`config.mk`:
```
export PLATFORM = sky130hd
export DESIGN_NAME = mem_scheduler
export DESIGN_NICKNAME = d
export VERILOG_FILES = /design/src/rtl/mem_scheduler.sv
export SDC_FILE = /design/constraint.sdc
export NUM_CORES = 1
export LEC_CHECK = 0
export ABC_AREA = 1
export CORE_ASPECT_RATIO = 2
export CORE_UTILIZATION = 30
export CTS_BUF_LIST = sky130_fd_sc_hd__clkbuf_4
export CTS_CLUSTER_SIZE = 16
export DETAILED_ROUTE_END_ITERATION = 10
export PLACE_DENSITY = 0.62
export SLEW_MARGIN = 20
export SYNTH_ARGS = -nofsm -noshare
export SYNTH_HDL_FRONTEND = slang
export SYNTH_SLANG_ARGS = --single-unit
```
`constraint.sdc`:
```
create_clock -name clock -period 1.7 [get_ports clock]
set_clock_uncertainty 0.05 [all_clocks]
set_input_delay 0.34 -clock clock [delete_from_list [all_inputs] [get_ports clock]]
set_output_delay 0.34 -clock clock [all_outputs]
set_load 0.01 [all_outputs]
```
`src/rtl/mem_scheduler.sv`:
```
// Single-port arbiter/sequencer for the shared ZBT pixel memory.
// Grants VGA, NTSC and processor requests, tracks read returns and owns the display/capture bank swap.
module mem_scheduler #(
    parameter int DW     = 36,
    parameter int AW     = 19,
    parameter int LAT    = 2,
    parameter int STARVE = 16
) (
    input  logic          clock,
    input  logic          reset_b,
    input  logic          frame_flag,

    input  logic          vga_req,
    input  logic [AW-2:0] vga_addr,
    output logic          vga_ack,
    output logic          vga_done,
    output logic [DW-1:0] vga_data,

    input  logic          ntsc_req,
    input  logic [AW-2:0] ntsc_addr,
    input  logic [DW-1:0] ntsc_wdata,
    output logic          ntsc_ack,
    input  logic          ntsc_frame_end,

    input  logic          proc_req,
    input  logic          proc_we,
    input  logic [AW-1:0] proc_addr,
    input  logic [DW-1:0] proc_wdata,
    output logic          proc_ack,
    output logic          proc_done,
    output logic [DW-1:0] proc_rdata,

    output logic [AW-1:0] mem_addr,
    output logic          mem_we,
    output logic [DW-1:0] mem_wdata,
    input  logic [DW-1:0] mem_rdata,

    output logic          display_bank,
    output logic          capture_bank
);

    localparam int SW = $clog2(STARVE + 1);

    typedef enum logic [1:0] {
        TAG_NONE    = 2'd0,
        TAG_VGA     = 2'd1,
        TAG_PROC_RD = 2'd2,
        TAG_PROC_WR = 2'd3
    } tag_t;

    logic          run_q;
    logic [SW-1:0] starve_cnt;
    logic          starve_hit;
    logic          frame_ready;
    logic          capture_q;
    logic          swap;
    tag_t          tag_d;
    tag_t          tag_q [0:LAT];

    // Grants are held off until the first clock after reset release.
    always_ff @(posedge clock or negedge reset_b) begin
        if (!reset_b) begin
            run_q <= 1'b0;
        end else begin
            run_q <= 1'b1;
        end
    end

    assign starve_hit = proc_req && (starve_cnt == SW'(STARVE));

    always_comb begin
        vga_ack  = 1'b0;
        ntsc_ack = 1'b0;
        proc_ack = 1'b0;
        if (run_q) begin
            if (starve_hit) begin
                proc_ack = 1'b1;
            end else if (vga_req) begin
                vga_ack = 1'b1;
            end else if (ntsc_req) begin
                ntsc_ack = 1'b1;
            end else if (proc_req) begin
                proc_ack = 1'b1;
            end
        end
    end

    always_comb begin
        tag_d = TAG_NONE;
        if (vga_ack) begin
            tag_d = TAG_VGA;
        end else if (proc_ack) begin
            tag_d = proc_we ? TAG_PROC_WR : TAG_PROC_RD;
        end
    end

    always_ff @(posedge clock or negedge reset_b) begin
        if (!reset_b) begin
            starve_cnt <= '0;
        end else if (!proc_req || proc_ack) begin
            starve_cnt <= '0;
        end else if (starve_cnt != SW'(STARVE)) begin
            starve_cnt <= starve_cnt + 1'b1;
        end
    end

    // Command issue; bank bits come from the grant cycle so a swap cannot redirect it.
    always_ff @(posedge clock or negedge reset_b) begin
        if (!reset_b) begin
            mem_addr  <= '0;
            mem_we    <= 1'b0;
            mem_wdata <= '0;
        end else begin
            mem_we <= 1'b0;
            if (vga_ack) begin
                mem_addr <= {display_bank, vga_addr};
            end else if (ntsc_ack) begin
                mem_addr  <= {capture_bank, ntsc_addr};
                mem_wdata <= ntsc_wdata;
                mem_we    <= 1'b1;
            end else if (proc_ack) begin
                mem_addr  <= proc_addr;
                mem_wdata <= proc_wdata;
                mem_we    <= proc_we;
            end
        end
    end

    // tag_q[i] describes the command that was on the memory pins i cycles ago.
    always_ff @(posedge clock or negedge reset_b) begin
        if (!reset_b) begin
            for (int i = 0; i <= LAT; i++) begin
                tag_q[i] <= TAG_NONE;
            end
        end else begin
            tag_q[0] <= tag_d;
            for (int i = 1; i <= LAT; i++) begin
                tag_q[i] <= tag_q[i-1];
            end
        end
    end

    always_ff @(posedge clock or negedge reset_b) begin
        if (!reset_b) begin
            vga_done   <= 1'b0;
            vga_data   <= '0;
            proc_done  <= 1'b0;
            proc_rdata <= '0;
        end else begin
            vga_done  <= (tag_q[LAT] == TAG_VGA);
            proc_done <= (tag_q[LAT] == TAG_PROC_RD) || (tag_q[LAT] == TAG_PROC_WR);
            if (tag_q[LAT] == TAG_VGA) begin
                vga_data <= mem_rdata;
            end
            if (tag_q[LAT] == TAG_PROC_RD) begin
                proc_rdata <= mem_rdata;
            end
        end
    end

    // Display always shows the bank not being captured, so only one bank bit is stored.
    assign swap = frame_flag && (frame_ready || ntsc_frame_end);

    always_ff @(posedge clock or negedge reset_b) begin
        if (!reset_b) begin
            capture_q   <= 1'b1;
            frame_ready <= 1'b0;
        end else if (swap) begin
            capture_q   <= ~capture_q;
            frame_ready <= 1'b0;
        end else if (ntsc_frame_end) begin
            frame_ready <= 1'b1;
        end
    end

    assign capture_bank = capture_q;
    assign display_bank = ~capture_q;

endmodule
```
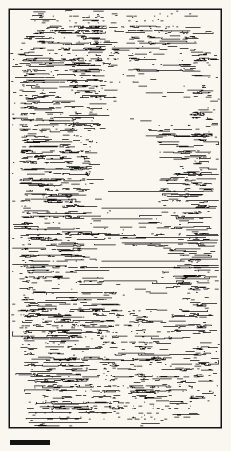
Fig. 1. Metal 1.
Scale bar: 20 um.
longest straight run = 57.0 um
wire length on this layer = 8010 um
nets with wire on the layer = 1134

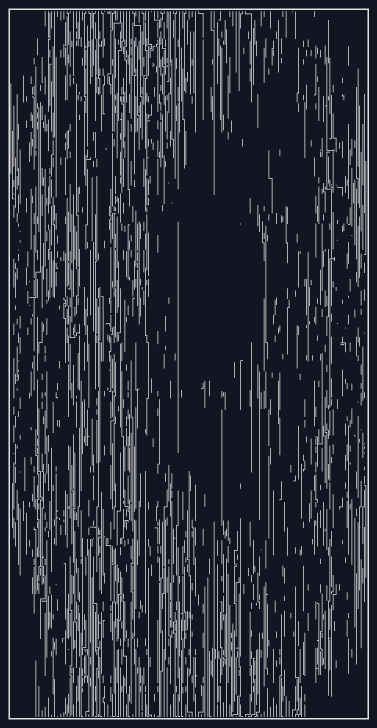
Fig. 2. Met2 routing.
share of all routed wire = 56%
nets with wire on the layer = 1082
longest straight run = 67.8 um

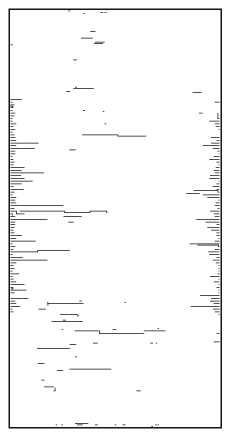
Fig. 3. M3 wires.
share of all routed wire = 4.0%
nets with wire on the layer = 188
met3 Use GR: 3.98%
Routed WL: 22000 um
total number of vias: 6498

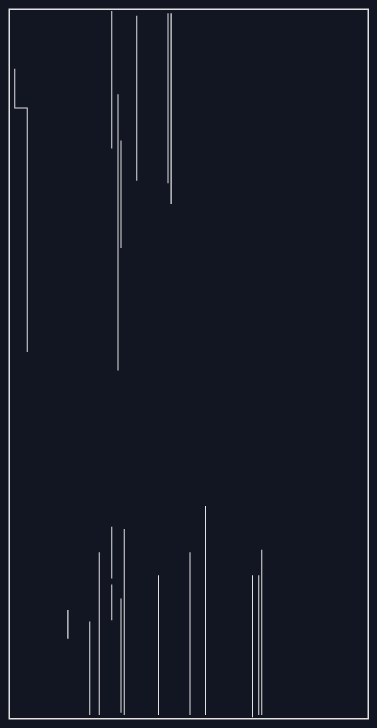
Fig. 4. Metal 4.
share of all routed wire = 4.0%
wire length on this layer = 869 um

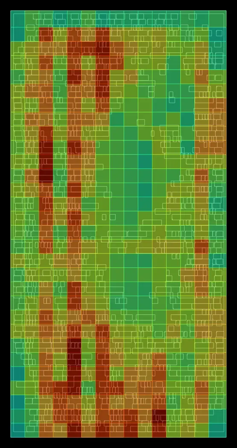
Fig. 5. Congestion heat map.
GR peak layer: met2
M2 GR Usage: 37.3%
grt met1 use: 20.9%
Finished Core Util: 53.8%
routed len/inst: 15.4 um

==> placed cells by master, fill, tap and decap left out, drive strengths merged <==
cell / count
o211ai: 1
bufinv: 1
clkinvlp: 5
dlygate4sd2: 53
nand3: 95
ha: 2
dfrtp: 143
nor3: 1
nand2: 323
clkdlybuf4s15: 70
clkbuf: 29
or2: 19
diode: 1
nor2: 7
dfstp: 1
xnor2: 1
dlygate4sd3: 1
clkdlybuf4s50: 169
buf: 94
inv: 54
conb: 1
o31ai: 1
a21oi: 1
o21ai: 78
xor2: 2
clkinv: 8
==> cells in the mapped netlist, drive strengths merged <==
cell,n,area share [%]
or2,19,1.9
xnor2,1,0.14
a21oi,1,0.078
nor2,7,0.67
o21ai,78,6.1
nor3,1,0.078
buf,25,2.5
o211ai,1,0.12
inv,52,3.1
nand2,323,19
nand3,95,7.5
o31ai,1,0.12
ha,2,0.39
dfstp,1,0.41
conb,1,0.059
xor2,2,0.27
dfrtp,143,56
clkinv,1,0.059
clkbuf,20,1.2
==> worst max path at each step <==
stage          slack, ps           from        to  depth (start not counted)
4_1_cts             -430  starve_cnt[1]   vga_ack                          9
6_report            -360  starve_cnt[1]   vga_ack                          9
2_1_floorplan         20  starve_cnt[0]   vga_ack                          9
3_3_place_gp        -530       proc_req  proc_ack                          6
5_1_grt             -500  starve_cnt[1]   vga_ack                          9
3_5_place_dp        -550       proc_req  proc_ack                          6
==> flip-flops by register name, summed over array words and instances (netlist names) <==
register and cells:
starve_cnt 5, run_q 1, vga_data 36, mem_we 1
tag_q 6, frame_ready 1, proc_rdata 36, capture_bank 1
mem_wdata 36, proc_done 1, mem_addr 19, vga_done 1
==> stage by stage <==
stage                     utilization (%)  hold WS [ps]  power (mW)  cell area, um2
after global routing                 53.8           209        10.1           11300
final                                53.8           244        9.51           11300
after global placement               47.5           240        7.54            9950
after CTS                            51.2           176        9.35           10700
after detailed placement             47.5           240        7.57            9950
after floorplan                         -         -5.59        5.45            6380
==> area by class of cell <==
| type | instances | share of cell area (%) |
|---|---|---|
| multi-input combinational | 532 | 24.8 |
| clock inverter | 15 | 1.08 |
| antenna | 1 | 0.0222 |
| sequential | 144 | 32.0 |
| timing repair buffer | 399 | 36.2 |
| inverter | 53 | 1.81 |
| tap | 269 | 2.99 |
| clock buffer | 17 | 1.13 |
==> logic make-up after synthesis <==
| kind of cell | after synthesis | share of synthesized area (%) |
|---|---|---|
| xor+xnor | 3 | 0.412 |
| fa+ha+maj | 2 | 0.392 |
| buf+inv | 98 | 6.83 |
| compound gates | 81 | 6.44 |
| flops | 144 | 56.5 |
| simple gates | 445 | 29.4 |
| other cells | 1 | 0.0588 |
==> timing repair <==
action                                 CTS  global route
gates cloned                             6             6
pin swaps                               29            34
setup endpoints to repair              194           137
gates resized                          271           123
buffers inserted                        13            30
hold buffers                             1             0
endpoints found under the hold margin  141             0
==> worst max-delay path, stage by stage (launching register included) <==
cell     delay (ps)
dfrtp_1         390
inv_1            60
ha_2            160
nand2_2          60
inv_2            70
nand3_4          80
buf_6           140
nand2_4          60
inv_4            30
buf_6           110
==> layer usage <==
metal  vias up  wire length (um)
li1       3181                 -
met4         0               868
met5         -                 0
met3        41               880
met2       238             12200
met1      3038              8010
==> results.ini <==
[power_and_ir_drop]
ir_worst_vdd_mv=0.388
powerSeq_mw=4.37
switchingPower_mw=3.05
p_leak_nw=5.65
p_clk_mw=1.96
pwr-share-clk_pct=20.6
power.internal_mw=6.46
power_density_nw_per_um2=844
pg_comb_mw=3.18
pwr-share-seq_pct=45.9
power_leader=registers
p_sw_share_pct=32.1
pwr-share-comb_pct=33.5

[clock_tree]
clock_latency_ps=510
clkSlewWorstSetupHoldPaths_ps=120
cts_sinks=144
cts.path.max_buffers=2
tritoncts=yes
h-tree-depth=4
root_buffer=clkbuf_4
cts_buffers=17

[sta]
finalHoldViolCount=0
rsz0062_at_grt=true
fin_ws_ps=-357
final-max-slew-violation-count=0
fin_tns_setup_ps=-14860
fmax_mhz=486
period_needed_ps=2060
period_used_pct=121
setup_violations=62

[finish]
comb_area_um2=2790
finalNetCount=1320
nFillCells=2010
regArea_um2=3600
finalNonFillerCells=1430
layout-drive-gt1-share_pct=23.4
area_growth_pct=76.7

[grt]
grt_max_degree=50
overflow=0
grt_usage_pct=19.9
grt_pass1_wl_um=33400
grt_pass1_vias=6393
antenna_found_initial=1

[synth]
syn_nets=947
postSynthSeqShare_pct=56.5
synth.distinct_cells=27
syn-cell-area_um2=6380
syn_inst=774
yosys-stat-area_um2=6380
yosysWarnings=0
syn_area_per_cell_um2=8.24
yosys_cells=774

[status]
status=complete, but fails checks
violations=setup timing

[worst_setup_path]
crit_required_ps=1310
start_kind=register
r2r-end=mem_wdata[11]
crit_fanout=3
r2r_slack_ps=-320
r2r-start=starve_cnt[1]
path_class=reg2out
worstSetupEndpointType=output port
crit_arrival_ps=1670
worstRegToRegCells=17

[floorplanning]
io_pins=306
die_h_um=208
fp-row-count=75
core_area_um2=20900
chipArea_um2=21900
die_x_um=105
fp-utilization_pct=30.5

[placed_design]
dp_hpwl_um=15200
dp.cells=1344
gp_congestion=0.817
pre_cts_ws_ps=-550
numPortBuffers=305

[detailed_routing]
drt-pass1-iter-count=6
drtIter0Drc=314
drc=0
avgViaCountPerCell=4.54

[job]
drv_cap=0
warnings=29

[worst_hold_path]
hold_path_class=in2async

Power figures rest on the tool's default switching activity, not on a simulated workload.
